[src/rtl/proc_pkg.sv]
// Shared constants for the 16-bit processor: opcodes, control states, bus mux bit map.
package proc_pkg;

    // Instruction opcodes held in IR[8:6]
    localparam logic [2:0] OP_MV  = 3'b000;
    localparam logic [2:0] OP_MVI = 3'b001;
    localparam logic [2:0] OP_ADD = 3'b010;
    localparam logic [2:0] OP_SUB = 3'b011;

    localparam int unsigned IR_W  = 9;
    localparam int unsigned SEL_W = 10;

    // Bus mux select bit positions; Rn sits at SEL_R0 - n
    localparam int unsigned SEL_DIN = 0;
    localparam int unsigned SEL_G   = 1;
    localparam int unsigned SEL_R0  = 9;

    // Instruction timing states
    typedef enum logic [1:0] {
        T0 = 2'd0,
        T1 = 2'd1,
        T2 = 2'd2,
        T3 = 2'd3
    } state_t;

endpackage

[src/rtl/proc_control_dec3to8.sv]
// 3-bit to one-hot-8 decoder with enable.
module dec3to8 (
    input  logic       en,
    input  logic [2:0] code,
    output logic [7:0] onehot
);

    // Single hot bit when enabled, all zero otherwise
    always_comb begin
        onehot = '0;
        if (en) begin
            onehot[code] = 1'b1;
        end
    end

endmodule

[src/rtl/proc_control.sv]
// Instruction control unit: IR, T0-T3 sequencer, bus select and load enables.
module proc_control
    import proc_pkg::*;
#(
    parameter int unsigned WORD = 16
) (
    input  logic            clk,
    input  logic            reset,
    input  logic            run,
    input  logic [WORD-1:0] din,
    output logic            ir_in,
    output logic [7:0]      r_in,
    output logic            a_in,
    output logic            g_in,
    output logic            add_sub,
    output logic [SEL_W-1:0] select,
    output logic            done
);

    state_t          state;
    state_t          state_nxt;
    logic [IR_W-1:0] ir;

    logic            r_en;
    logic            sel_din;
    logic            sel_g;
    logic            sel_reg_en;
    logic [2:0]      sel_field;
    logic [7:0]      reg_hot;

    // Upper din bits carry only the mvi immediate, consumed by the datapath
    logic unused_din;
    assign unused_din = ^din[WORD-1:IR_W];

    wire [2:0] opcode = ir[8:6];
    wire [2:0] rx     = ir[5:3];
    wire [2:0] ry     = ir[2:0];

    // State and instruction register
    always_ff @(posedge clk) begin
        if (reset) begin
            state <= T0;
            ir    <= '0;
        end else begin
            state <= state_nxt;
            if (ir_in) begin
                ir <= din[IR_W-1:0];
            end
        end
    end

    // Next state and control strobes; everything held low during reset
    always_comb begin
        state_nxt  = state;
        ir_in      = 1'b0;
        r_en       = 1'b0;
        a_in       = 1'b0;
        g_in       = 1'b0;
        add_sub    = 1'b0;
        sel_din    = 1'b0;
        sel_g      = 1'b0;
        sel_reg_en = 1'b0;
        sel_field  = ry;
        done       = 1'b0;

        case (state)
            T0: begin
                if (run) begin
                    ir_in     = 1'b1;
                    state_nxt = T1;
                end
            end
            T1: begin
                case (opcode)
                    OP_MV: begin
                        sel_reg_en = 1'b1;
                        sel_field  = ry;
                        r_en       = 1'b1;
                        done       = 1'b1;
                        state_nxt  = T0;
                    end
                    OP_MVI: begin
                        sel_din   = 1'b1;
                        r_en      = 1'b1;
                        done      = 1'b1;
                        state_nxt = T0;
                    end
                    OP_ADD, OP_SUB: begin
                        sel_reg_en = 1'b1;
                        sel_field  = rx;
                        a_in       = 1'b1;
                        state_nxt  = T2;
                    end
                    default: begin
                        done      = 1'b1;
                        state_nxt = T0;
                    end
                endcase
            end
            T2: begin
                sel_reg_en = 1'b1;
                sel_field  = ry;
                g_in       = 1'b1;
                add_sub    = ir[6];
                state_nxt  = T3;
            end
            T3: begin
                sel_g     = 1'b1;
                r_en      = 1'b1;
                done      = 1'b1;
                state_nxt = T0;
            end
            default: begin
                state_nxt = T0;
            end
        endcase

        if (reset) begin
            ir_in      = 1'b0;
            r_en       = 1'b0;
            a_in       = 1'b0;
            g_in       = 1'b0;
            add_sub    = 1'b0;
            sel_din    = 1'b0;
            sel_g      = 1'b0;
            sel_reg_en = 1'b0;
            done       = 1'b0;
        end
    end

    // Destination register load enable
    dec3to8 u_dec_rin (
        .en     (r_en),
        .code   (rx),
        .onehot (r_in)
    );

    // Register source for the bus
    dec3to8 u_dec_sel (
        .en     (sel_reg_en),
        .code   (sel_field),
        .onehot (reg_hot)
    );

    // Bus mux code; register bits are reversed so R0 lands at the top
    always_comb begin
        select          = '0;
        select[SEL_DIN] = sel_din;
        select[SEL_G]   = sel_g;
        for (int unsigned n = 0; n < 8; n++) begin
            select[4'(SEL_R0 - n)] = reg_hot[3'(n)];
        end
    end

endmodule

[config.mk]
export PLATFORM = sky130hd
export DESIGN_NAME = proc_control
export DESIGN_NICKNAME = d
export VERILOG_FILES = /design/src/rtl/proc_pkg.sv /design/src/rtl/proc_control_dec3to8.sv /design/src/rtl/proc_control.sv
export SDC_FILE = /design/constraint.sdc
export NUM_CORES = 1
export LEC_CHECK = 0
export CORE_MARGIN = 1
export CORE_UTILIZATION = 37
export DETAILED_ROUTE_END_ITERATION = 8
export GPL_ROUTABILITY_DRIVEN = 0
export GPL_TIMING_DRIVEN = 0
export PLACE_DENSITY = 0.79
export SLEW_MARGIN = 5
export SYNTH_ARGS = -nofsm -noshare
export SYNTH_HDL_FRONTEND = slang
export SYNTH_SLANG_ARGS = --single-unit
[constraint.sdc]
create_clock -name clk -period 2.8 [get_ports clk]
set_clock_uncertainty 0.2 [all_clocks]
set_input_delay 0.84 -clock clk [delete_from_list [all_inputs] [get_ports clk]]
set_output_delay 0.84 -clock clk [all_outputs]
set_load 0.005 [all_outputs]
==> images/layer_met3.png <==
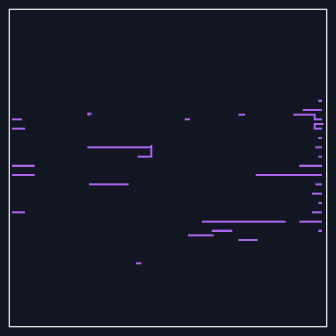
The layer holds 2.9% of the routed length. 26 nets have wire on it. The wires run mostly horizontal.

==> images/placement.png <==
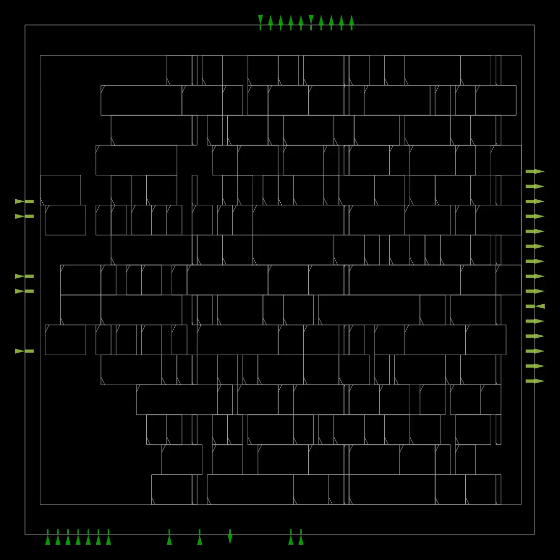
fraction of the core area covered by cells at the end of the flow: 75.65%
registers: 11
number of standard cells in the final layout excluding fillers: 184
num tapcells: 25

==> images/io_fan.png <==
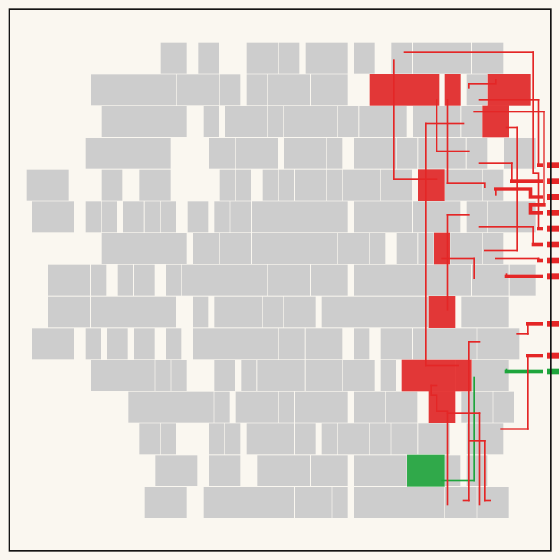
`select`: marked red, direction output, edge right, end cells 10, buffers 12, wire 228 um. `add_sub`: marked green, direction output, edge right, end cells 1, buffers 1, wire 14.8 um.

==> images/metal_density.png <==
The die is cut into 9 by 9 equal tiles; black is low, pale yellow is high, scaled to the fullest tile. Values are wire area over tile area, all layers added.
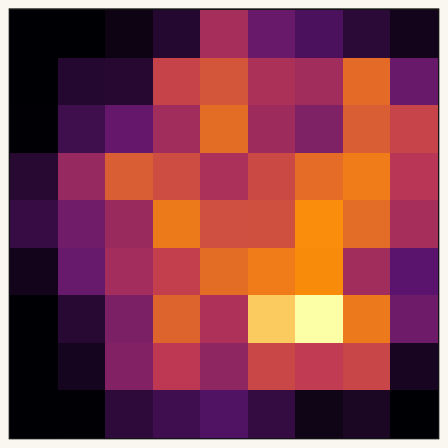
The emptiest ninth of the die: top left. 11% of the tiles are nearly empty. The fullest tile reaches 0.56. The mean over all tiles is 0.20. 35% of the tiles are over half the peak.

## final timing paths
path                                         start                 end  slack, ps  depth (start not counted)
worst max-delay path                      register           select[6]       -130                          9
worst min-delay path            ir[0]$_SDFFE_PP0P_  ir[0]$_SDFFE_PP0P_        280                          2
worst min register to register  ir[0]$_SDFFE_PP0P_  ir[0]$_SDFFE_PP0P_        280                          2
worst max register to register            register  ir[0]$_SDFFE_PP0P_       1000                          7
## area by class of cell
type                            count  area [um^2]
Inverter                            7        26.28
Clock buffer                        4        26.28
Timing Repair Buffer               53        411.6
Multi-Input combinational cell     79        581.8
Tap cell                           25        31.28
Fill cell                         123        434.2
Sequential cell                    11        222.7
Buffer                              5        48.80
## sequential cells by signal (all words and copies together) (netlist names), named ones only
name and cells:
ir 9, state 1
==> impl_metrics.ini <==
; yosys + openroad results
[setup_path]
timing.critical_path.cells = inv_2, ha_4, nand3b_1, buf_6, mux2i_2, buf_4, nand2b_1, nor2_1, buf_2
cp_max_fo = 3
critPathBufInv = 4

[timing]
worst_pin_slew_ps = 372.5
setup-violations-final = 16
postLayoutSetupSlackWorst_ps = -131.7
final-hold-violation-count = 0

[floorplanning]
effective_utilization_at_floorplan_pct = 40.70
core_area_um2 = 1783
site_row_count = 15

[yosys]
yosys.stat.chipArea_um2 = 725.7
post_synth_edffs = 0
synth_xor_xnor_area_share_pct = 0
synth_top_area_share_pct = 30.34
post_synth_most_frequent_cells = 21 x nand2_1, 13 x nor2_1, 11 x a21oi_1, 11 x dfxtp_1, 7 x inv_1

[cts]
cts.clk_slew.worst_paths_ps = 70
ctsHtreeMaxLevel = 1

[pwr]
power_per_cell_area_nw_per_um2 = 319.0
max_power_group = registers

[flow_run]
max_cap_violations = 0

[detailed_routing]
routed-wl-met3_um = 80
detailedRoute.firstPassIterationCount = 4
remaining_antenna_violation_count_after_routing = 0

[grt]
first_pass_grt_wire_length_um = 4084

[run_status]
violated_checks = negative setup slack
status = finished with violations

[placed_design]
place_ws_ps = -1014
